==> config.mk <==
export PLATFORM = sky130hd
export DESIGN_NAME = tx_frame_arbiter_flat
export DESIGN_NICKNAME = d
export VERILOG_FILES = /design/src/rtl/tx_frame_arbiter_if.sv /design/src/rtl/tx_frame_arbiter.sv /design/src/flat_wrapper.sv
export SDC_FILE = /design/constraint.sdc
export NUM_CORES = 1
export LEC_CHECK = 0
export CAP_MARGIN = 20
export CORE_MARGIN = 1
export CORE_UTILIZATION = 36
export DETAILED_ROUTE_END_ITERATION = 8
export PLACE_DENSITY = 0.63
export SLEW_MARGIN = 10
export SYNTH_ARGS = -nofsm -noshare
export SYNTH_HDL_FRONTEND = slang
export SYNTH_SLANG_ARGS = --single-unit
==> constraint.sdc <==
create_clock -name GTX_CLK -period 2.5 [get_ports GTX_CLK]
set_input_delay 0.25 -clock GTX_CLK [delete_from_list [all_inputs] [get_ports GTX_CLK]]
set_output_delay 0.25 -clock GTX_CLK [all_outputs]
set_load 0.01 [all_outputs]
==> src/rtl/tx_frame_arbiter_if.sv <==
// Byte-stream request channel from one frame requester into the arbiter.
interface tx_req_if;
  logic       valid;
  logic [7:0] data;
  logic       last;
  logic       ready;

  // Requester side drives the byte, the arbiter answers with ready.
  modport master (output valid, output data, output last, input ready);
  modport slave  (input valid, input data, input last, output ready);
endinterface

==> src/rtl/tx_frame_arbiter.sv <==
// Round-robin frame scheduler feeding the GMII side of a 1000BASE-X PCS
// transmitter: preamble/SFD insertion, short-frame padding, inter-packet
// gap and underrun abort with drain of the rest of the requester's frame.
module tx_frame_arbiter #(
  parameter int unsigned PREAMBLE_LEN = 7,
  parameter int unsigned IPG_LEN      = 12,
  parameter int unsigned MIN_PAYLOAD  = 60
) (
  input  logic        GTX_CLK,
  input  logic        RESET,
  tx_req_if.slave     req_a,
  tx_req_if.slave     req_b,
  output logic        TX_EN,
  output logic [7:0]  tx_octet,
  output logic [1:0]  grant,
  output logic        tx_underrun
);

  localparam int unsigned CNT_MAX = (PREAMBLE_LEN > IPG_LEN) ? PREAMBLE_LEN : IPG_LEN;
  localparam int unsigned CNT_W   = $clog2(CNT_MAX + 1);
  localparam int unsigned PAY_W   = $clog2(MIN_PAYLOAD + 1);

  localparam logic [7:0] OCT_PRE = 8'h55;
  localparam logic [7:0] OCT_SFD = 8'hD5;

  typedef enum logic [2:0] {
    S_IDLE,
    S_PREAMBLE,
    S_SFD,
    S_DATA,
    S_PAD,
    S_DROP,
    S_IPG
  } state_e;

  state_e             state_q, state_d;
  logic [1:0]         grant_q, grant_d;
  logic               last_b_q, last_b_d;       // 1: B was served last
  logic [CNT_W-1:0]   cnt_q, cnt_d;             // preamble / IPG octet counter
  logic [PAY_W-1:0]   pay_q, pay_d;             // payload octets, saturating
  logic               last_acc_q, last_acc_d;   // last byte of frame taken
  logic               tx_en_q, tx_en_d;
  logic [7:0]         octet_q, octet_d;
  logic               underrun_q, underrun_d;

  logic               g_valid_c;
  logic [7:0]         g_data_c;
  logic               g_last_c;
  logic               rdy_c;
  logic               any_req_c;
  logic               pick_b_c;
  logic               go_start_c;
  logic               go_ipg_c;

  // Granted requester's channel and ready generation (combinational from state).
  always_comb begin
    g_valid_c = grant_q[1] ? req_b.valid : req_a.valid;
    g_data_c  = grant_q[1] ? req_b.data  : req_a.data;
    g_last_c  = grant_q[1] ? req_b.last  : req_a.last;
    rdy_c     = (((state_q == S_SFD) || (state_q == S_DATA)) && !last_acc_q) ||
                (state_q == S_DROP);
    any_req_c = req_a.valid || req_b.valid;
    pick_b_c  = req_b.valid && (!req_a.valid || !last_b_q);
  end

  assign req_a.ready = rdy_c && grant_q[0];
  assign req_b.ready = rdy_c && grant_q[1];

  // Next-state, counters and the octet to present on the next cycle.
  always_comb begin
    state_d    = state_q;
    grant_d    = grant_q;
    last_b_d   = last_b_q;
    cnt_d      = cnt_q;
    pay_d      = pay_q;
    last_acc_d = last_acc_q;
    tx_en_d    = 1'b0;
    octet_d    = 8'h00;
    underrun_d = 1'b0;
    go_start_c = 1'b0;
    go_ipg_c   = 1'b0;

    case (state_q)
      S_IDLE: begin
        go_start_c = any_req_c;
      end
      S_PREAMBLE: begin
        tx_en_d = 1'b1;
        if (cnt_q == CNT_W'(PREAMBLE_LEN - 1)) begin
          state_d = S_SFD;
          octet_d = OCT_SFD;
        end else begin
          cnt_d   = cnt_q + CNT_W'(1);
          octet_d = OCT_PRE;
        end
      end
      S_SFD, S_DATA: begin
        if (rdy_c) begin
          if (g_valid_c) begin
            state_d    = S_DATA;
            tx_en_d    = 1'b1;
            octet_d    = g_data_c;
            last_acc_d = g_last_c;
            if (pay_q != PAY_W'(MIN_PAYLOAD)) begin
              pay_d = pay_q + PAY_W'(1);
            end
          end else begin
            state_d    = S_DROP;
            underrun_d = 1'b1;
          end
        end else if (pay_q < PAY_W'(MIN_PAYLOAD)) begin
          state_d = S_PAD;
          tx_en_d = 1'b1;
          pay_d   = pay_q + PAY_W'(1);
        end else begin
          go_ipg_c = 1'b1;
        end
      end
      S_PAD: begin
        if (pay_q < PAY_W'(MIN_PAYLOAD)) begin
          tx_en_d = 1'b1;
          pay_d   = pay_q + PAY_W'(1);
        end else begin
          go_ipg_c = 1'b1;
        end
      end
      S_DROP: begin
        go_ipg_c = g_valid_c && g_last_c;
      end
      S_IPG: begin
        if (cnt_q == CNT_W'(IPG_LEN - 1)) begin
          if (any_req_c) begin
            go_start_c = 1'b1;
          end else begin
            state_d = S_IDLE;
            grant_d = 2'b00;
          end
        end else begin
          cnt_d = cnt_q + CNT_W'(1);
        end
      end
      default: begin
        state_d = S_IDLE;
        grant_d = 2'b00;
      end
    endcase

    // Frame finished (clean or aborted): record who was served, open the gap.
    if (go_ipg_c) begin
      state_d  = S_IPG;
      cnt_d    = '0;
      last_b_d = grant_q[1];
    end

    // New winner: load grant and emit the first preamble octet next cycle.
    if (go_start_c) begin
      state_d    = S_PREAMBLE;
      grant_d    = pick_b_c ? 2'b10 : 2'b01;
      cnt_d      = '0;
      pay_d      = '0;
      last_acc_d = 1'b0;
      tx_en_d    = 1'b1;
      octet_d    = OCT_PRE;
    end
  end

  // State and output registers; reset parks the block idle with A priority.
  always_ff @(posedge GTX_CLK or posedge RESET) begin
    if (RESET) begin
      state_q    <= S_IDLE;
      grant_q    <= 2'b00;
      last_b_q   <= 1'b1;
      cnt_q      <= '0;
      pay_q      <= '0;
      last_acc_q <= 1'b0;
      tx_en_q    <= 1'b0;
      octet_q    <= 8'h00;
      underrun_q <= 1'b0;
    end else begin
      state_q    <= state_d;
      grant_q    <= grant_d;
      last_b_q   <= last_b_d;
      cnt_q      <= cnt_d;
      pay_q      <= pay_d;
      last_acc_q <= last_acc_d;
      tx_en_q    <= tx_en_d;
      octet_q    <= octet_d;
      underrun_q <= underrun_d;
    end
  end

  assign TX_EN       = tx_en_q;
  assign tx_octet    = octet_q;
  assign grant       = grant_q;
  assign tx_underrun = underrun_q;

endmodule

==> src/flat_wrapper.sv <==
// flat-port wrapper written by rule: the top's interface ports become plain ports
module tx_frame_arbiter_flat 
#(
  parameter int unsigned PREAMBLE_LEN = 7,
  parameter int unsigned IPG_LEN      = 12,
  parameter int unsigned MIN_PAYLOAD  = 60
)
  (GTX_CLK, RESET, TX_EN, tx_octet, grant, tx_underrun, req_a_valid, req_a_data, req_a_last, req_a_ready, req_b_valid, req_b_data, req_b_last, req_b_ready);
  tx_req_if req_a_i ();
  tx_req_if req_b_i ();
  input  logic GTX_CLK;
  input  logic RESET;
  output logic TX_EN;
  output logic [7:0] tx_octet;
  output logic [1:0] grant;
  output logic tx_underrun;
  input wire logic [$bits(req_a_i.valid)-1:0] req_a_valid;
  input wire logic [$bits(req_a_i.data)-1:0] req_a_data;
  input wire logic [$bits(req_a_i.last)-1:0] req_a_last;
  output wire logic [$bits(req_a_i.ready)-1:0] req_a_ready;
  input wire logic [$bits(req_b_i.valid)-1:0] req_b_valid;
  input wire logic [$bits(req_b_i.data)-1:0] req_b_data;
  input wire logic [$bits(req_b_i.last)-1:0] req_b_last;
  output wire logic [$bits(req_b_i.ready)-1:0] req_b_ready;
  assign req_a_i.valid = req_a_valid;
  assign req_a_i.data = req_a_data;
  assign req_a_i.last = req_a_last;
  assign req_a_ready = req_a_i.ready;
  assign req_b_i.valid = req_b_valid;
  assign req_b_i.data = req_b_data;
  assign req_b_i.last = req_b_last;
  assign req_b_ready = req_b_i.ready;
  tx_frame_arbiter #(.PREAMBLE_LEN(PREAMBLE_LEN), .IPG_LEN(IPG_LEN), .MIN_PAYLOAD(MIN_PAYLOAD)) u_core (.GTX_CLK(GTX_CLK), .RESET(RESET), .req_a(req_a_i), .req_b(req_b_i), .TX_EN(TX_EN), .tx_octet(tx_octet), .grant(grant), .tx_underrun(tx_underrun));
endmodule
**Run 1: nets reached from selected ports**

The bar under the picture is 20 µm long.
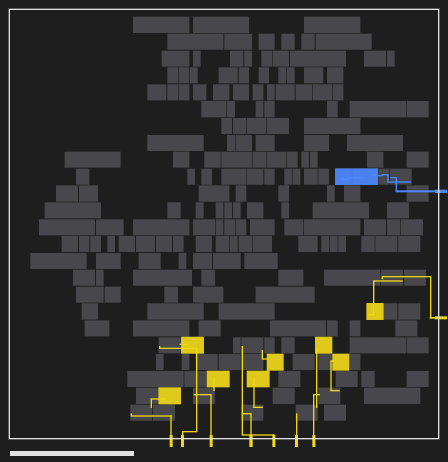
Blue is req_a_last, direction input, end cells 2, buffers 1, wire 21.5 µm. Yellow is req_b_data, direction input, end cells 8, buffers 8, wire 136 µm.
I/O Buffers: 35
Ports: 36

**Run 1: congestion heat map**

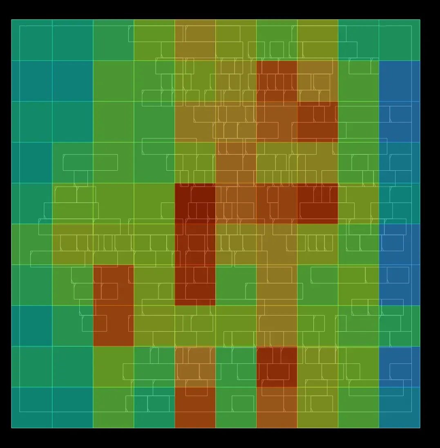
met2 Use GR: 28.0%
final core utilization: 48.0%

==> results_slide.txt, run 1 <==
Implementation Results

Run status
  • Outcome: finished clean

Global route
  • Largest net degree at the start of global routing: 20
  • Initial antenna violation count: 0
  • First-pass GRT wire length: 6530 µm
  • GRT met1 Usage: 22.6%

Layout
  • Share of cells above drive strength 1: 8.29%
  • Flip-flops: 27
  • # diodes: 0
  • P&R area growth vs syn: 28.2%
  • Fillers: 409
  • Logic area: 872 µm²
  • Nets: 232
  • Signal inverters: 7
  • Non-CTS buffers: 40
  • Mi-comb count: 127

Synth
  • Most frequent cell after synthesis: dfrtp_1
  • Yosys aoi share: 22.5%
  • And+or+nand+nor area frac: 22.5%
  • Yosys xor share: 1.08%
  • Post-synth top cells: dfrtp_1 (26), nor2_1 (15), a21oi_1 (10), nand2_1 (9), o21ai_0 (8)
  • Post-synth EDFFs: 0
  • YS warnings: 0
  • Distinct lib cells used: 54
  • Largest logic family: AND-OR/OR-AND gates
  • # Cells Yosys: 170
  • Area leader, netlist: dfrtp_1
  • Fa+ha+maj area frac: 3.09%
  • Synth Cell Area: 0.00162 mm²
  • Synth mux share: 4.56%

Critical path
  • CP Capture Point: req_b_ready
  • CP max FO: 16
  • Slowest-stage cell, CP: dfrtp_1
  • Critical path depth: 4
  • CP cell instances: or3b_4 > nand2_1 > and2_1 > clkdlybuf4s50_1
  • Reg2reg end: u_core.pay_q[3]
  • Worst Setup End Kind: output pin
  • CP Launch Type: register
  • Crit path buffers/inverters: 1
  • Crit path DRT: 2250 ps
  • Cell family with most CP delay: simple AND/OR/NAND/NOR gates

STA
  • Slew @ Worst Pin: 714 ps
  • Slew margin rel.: 52.4%
  • Slew Limit Fails: 0
  • Worst Clk Skew: 4.34 ps
  • Max Clk Rate: 429 MHz
  • Setup ws final: 168 ps
  • Min cycle time layout: 2330 ps

Placed design
  • Post-DP HPWL: 2860 µm
  • Gpl congestion: 0.825
  • Cells after DPL: 253

Die
  • Die Wd: 69.0 µm
  • Height of the die: 69.0 µm
  • Tap Count: 52
  • Fp util: 37.4%
  • Die Size: 0.00477 mm²
  • Row count: 24

Clocking
  • Worst-path clk slew: 90 ps
  • Setup bufs post-CTS: 0
  • CTS root buffer: clkbuf_8
  • Deepest clock path buffer count: 2

Drt
  • Drt via density: 5.58
  • ANT nets after route: 0
  • Initial DRC Count: 89
  • DRT Pass-1 Iters: 5
  • Total Routed Length: 3790 µm

Power
  • Combinational logic power: 979 µW
  • Combinational share of power: 49.0%
  • P_int: 1.21 mW
  • Sw Share: 39.5%
**Run 1: logic cells by family**

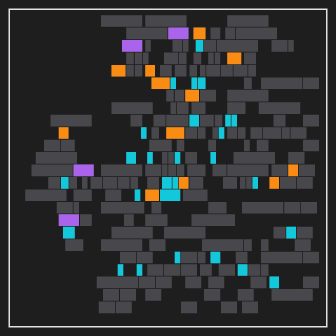
Purple is adder and majority cells, cells 4, most used ha_1. Cyan is NOR gates, cells 27, most used nor2_1. Orange is AND and OR gates, cells 12, most used or3b_1.
Commonest Layout Cell: clkdlybuf4s50_1
final cell count without fillers: 257
logic share of the area: 42.0%

**Run 1: where the registers sit**

The bar under the picture is 20 µm long.
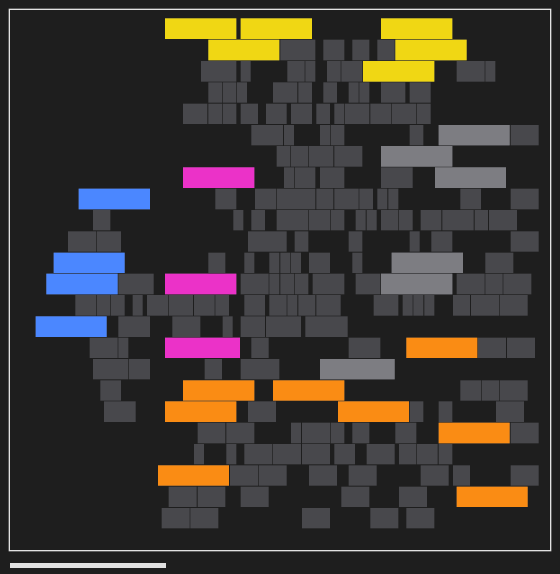
Magenta is u_core.state_q, placed flops 3. Orange is u_core.tx_octet, placed flops 8. Blue is u_core.cnt_q, placed flops 4, where west. Yellow is u_core.pay_q, placed flops 6.
Another 6 sequential cells are not coloured.
Seq/total area: 32.7%
sequential cell power: 772 µW
register area: 678 µm²

run 1: placed cells by master, fill, tap and decap left out, drive strengths merged, types with 3 or more instances in the layout:
cell and count:
mux2 3, nand2b 3, or3b 4, inv 7, ha 4, dfrtp 26, nor2b 6, nand3b 5
nand2 9, clkdlybuf4s50 35, buf 5, mux2i 4, a21oi 10, nor3 3, nor2 15, nand3 7
clkbuf 4, a211oi 5, o21ai 8
run 1: sequential cells by signal, summed over array words and instances (netlist names):
signal	flops
u_core.grant	2
u_core.TX_EN	1
u_core.tx_octet	8
u_core.tx_underrun	1
u_core.pay_q	6
u_core.state_q	3
u_core.cnt_q	4
u_core.last_acc_q	1
u_core.last_b_q	1
==> run 2, diff against run 1 <==
--- a/config.mk
+++ b/config.mk
@@ -14,3 +14,4 @@
 export SYNTH_ARGS = -nofsm -noshare
 export SYNTH_HDL_FRONTEND = slang
 export SYNTH_SLANG_ARGS = --single-unit
+export TNS_END_PERCENT = 5
==> constraint.sdc (replaced) <==
create_clock -name GTX_CLK -period 2.5 [get_ports GTX_CLK]
set_input_delay 0.5 -clock GTX_CLK [delete_from_list [all_inputs] [get_ports GTX_CLK]]
set_output_delay 0.5 -clock GTX_CLK [all_outputs]
set_load 0.01 [all_outputs]
**Run 2: congestion heat map**

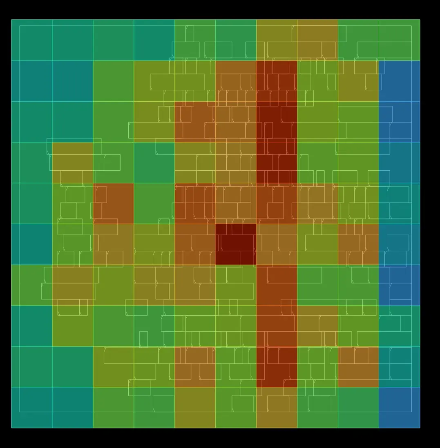
final core utilization: 48.8%
routed len/inst: 14.8 µm
GRT met1 Usage: 23.4%

==> run 2 against run 1 <==
Net effect:
- final area is 1.7% higher
- non-clock buffer count grew 5
- global-route usage increased by 0.73 points
- power increased by 1.8%
- largest cell class unchanged
- via count rose by 1.7%
- sequential share of layout area down 0.56 points
- clock-buffer cell count down 1
==> results_slide.txt, run 2 <==
Implementation Results

Global route
  • Met2 Use GR: 29.4% (was 28.0%)
  • Grt met3 use: 1.90% (was 1.61%)
  • Initial antenna violation count: 0 (unchanged)
  • Largest net degree at the start of global routing: 28 (was 20)
  • GRT overflow: 0 (unchanged)
  • First-pass GRT wire length: 6870 µm (was 6530 µm)

Run status
  • Outcome: finished clean (unchanged)

Critical path
  • Reg2reg end: u_core.pay_q[3] (unchanged)
  • Worst Setup End Kind: output pin (unchanged)
  • CP startpoint: u_core.state_q[1] (was u_core.state_q[2])
  • Slowest-stage cell, CP: clkdlybuf4s50_1 (was dfrtp_1)
  • Crit path buffers/inverters: 1 (unchanged)
  • Critical path depth: 4 (unchanged)
  • Crit path DRT: 2000 ps (was 2250 ps)
  • CP Capture Point: req_b_ready (unchanged)
  • R2R setup slack: 340 ps (was 320 ps)
  • CP cell instances: or3b_1 > nand2_1 > and2_1 > clkdlybuf4s50_1 (was or3b_4 > nand2_1 > and2_1 > clkdlybuf4s50_1)
  • CP Launch Type: register (unchanged)
  • Cell family with most CP delay: simple AND/OR/NAND/NOR gates (unchanged)
  • CP max FO: 9 (was 16)

Drt
  • Initial DRC Count: 90 (was 89)
  • Met1 wire length: 1810 µm (was 1740 µm)
  • Via Count: 1,459 (was 1,434)
  • Total Routed Length: 3870 µm (was 3790 µm)
  • Drt drc: 0 (unchanged)
  • Highest metal used: met4 (unchanged)
  • Routed wl met2: 1920 µm (was 1870 µm)
  • Drt via density: 5.57 (was 5.58)
  • DRT Pass-1 Iters: 4 (was 5)
  • ANT nets after route: 0 (unchanged)

Layout
  • Register area: 678 µm² (unchanged)
  • Mi-comb count: 127 (unchanged)
  • Logic share of the area: 41.2% (was 42.0%)
  • Non-clk buf share: 20.2% (was 18.7%)
  • Largest register FFs: 8 (unchanged)
  • P&R area growth vs syn: 30.5% (was 28.2%)
  • Most frequent cells in the layout: clkdlybuf4s50_1 (35), dfrtp_1 (25), nor2_1 (15) (unchanged)
  • Non-CTS buffers: 45 (was 40)
  • Share of cells above drive strength 1: 10.5% (was 8.29%)
  • Flip-flops: 27 (unchanged)
  • # diodes: 0 (unchanged)
  • Final cell count without fillers: 262 (was 257)
  • Nets: 237 (was 232)
  • Commonest Layout Cell: clkdlybuf4s50_1 (unchanged)
  • Fillers: 410 (was 409)
  • Signal inverters: 7 (unchanged)
  • Post-route cell area: 0.00211 mm² (was 0.00207 mm²)
  • Logic area: 870 µm² (was 872 µm²)

STA
  • Setup ws final: 111 ps (was 168 ps)
  • Cycle use final: 95.6% (was 93.3%)
  • Max Clk Rate: 419 MHz (was 429 MHz)
  • Min cycle time layout: 2390 ps (was 2330 ps)
  • Slew @ Worst Pin: 683 ps (was 714 ps)
  • Final hold vios: 0 (unchanged)
  • Slew margin rel.: 54.5% (was 52.4%)
  • Worst Clk Skew: 6.17 ps (was 4.34 ps)
  • Slew Limit Fails: 0 (unchanged)

Power
  • Combinational share of power: 50.9% (was 49.0%)
  • P_int: 1.23 mW (was 1.21 mW)
  • Sw Share: 39.5% (about the same)

Synth
  • Fa+ha+maj area frac: 3.09% (unchanged)
  • Distinct lib cells used: 54 (unchanged)
  • And+or+nand+nor area frac: 22.5% (unchanged)
  • Synth mux share: 4.56% (unchanged)
  • Post-synth top cells: dfrtp_1 (26), nor2_1 (15), a21oi_1 (10), nand2_1 (9), o21ai_0 (8) (unchanged)
  • Yosys aoi share: 22.5% (unchanged)
  • # Cells Yosys: 170 (unchanged)
  • Yosys xor share: 1.08% (unchanged)
  • Post-synth EDFFs: 0 (unchanged)
  • Ys flops: 27 (unchanged)
  • YS warnings: 0 (unchanged)
  • Top cell area share: 40.2% (unchanged)
  • Area leader, netlist: dfrtp_1 (unchanged)
  • Most frequent cell after synthesis: dfrtp_1 (unchanged)
  • Synth Seq Share: 41.8% (unchanged)
  • Synth Cell Area: 0.00162 mm² (unchanged)
  • Largest logic family: AND-OR/OR-AND gates (unchanged)

Die
  • Tap Count: 52 (unchanged)
  • Ports: 36 (unchanged)
  • Die Size: 0.00477 mm² (unchanged)
  • Fp util: 37.4% (unchanged)
  • Die Wd: 69.0 µm (unchanged)
  • Height of the die: 69.0 µm (unchanged)
  • Row count: 24 (unchanged)

Placed design
  • Cells after DPL: 257 (was 253)
  • Gpl congestion: 0.871 (was 0.825)
  • Placed inst area: 0.00206 mm² (was 0.00203 mm²)
  • Post-DP HPWL: 2920 µm (was 2860 µm)
  • I/O Buffers: 35 (unchanged)

Min path
  • Hold wc startpoint: u_core.pay_q[5]
  • Worst hold path class: reg2reg (was in2async)

Flow run
  • Log Warnings: 28 (unchanged)
  • Max-cap violations: 0 (unchanged)

Clocking
  • Number of buffers created by CTS: 3 (unchanged)
  • Clock Sinks: 27 (unchanged)
  • CTS root buffer: clkbuf_8 (unchanged)
  • Worst-path clk slew: 100 ps (was 90 ps)
  • CTS tree: built (unchanged)
  • Deepest clock path buffer count: 2 (unchanged)
**Run 2: where the registers sit**

The bar under the picture is 20 µm long.
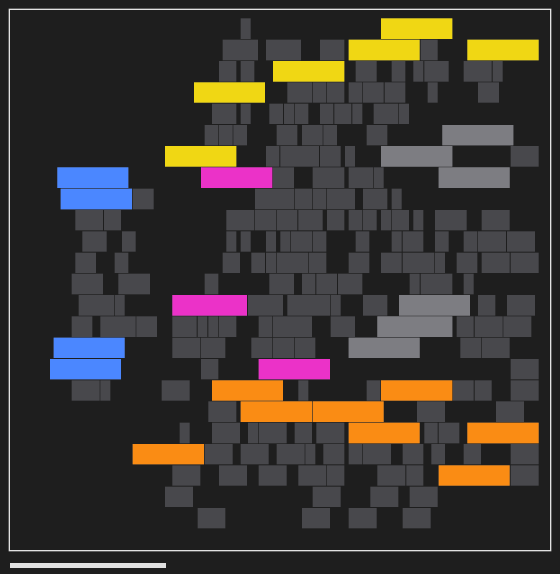
Blue is u_core.cnt_q, placed flops 4, where west. Magenta is u_core.state_q, placed flops 3. Orange is u_core.tx_octet, placed flops 8. Yellow is u_core.pay_q, placed flops 6.
Another 6 sequential cells are not coloured.
Seq/total area: 32.1%
sequential cell power: 751 µW

-- run 2: timing repair --
item | CTS | global route
hold buffers | 0 | 0
setup buffers | 0 | 1
endpoints found under the setup margin | 0 | 2
gates resized | 0 | 1
-- run 2: kinds of logic after synthesis --
logic type	count (synthesis)
buffers and inverters	16
flip-flops	27
AND-OR/OR-AND	50
AND/OR/NAND/NOR	64
adder cells (fa/ha/maj)	4
XOR/XNOR	2
multiplexers	7
-- run 2: power by group through the flow --
stage / logic, mW / clock network [mW] / registers, mW
2_1_floorplan: 0.740 / 0 / 0.716
3_3_place_gp: 0.985 / 0 / 0.742
3_5_place_dp: 1.02 / 0 / 0.755
4_1_cts: 1.03 / 0.259 / 0.746
5_1_grt: 1.15 / 0.279 / 0.782
6_report: 1.04 / 0.248 / 0.751
No activity file was given, so power comes from the tool's default toggle rates.
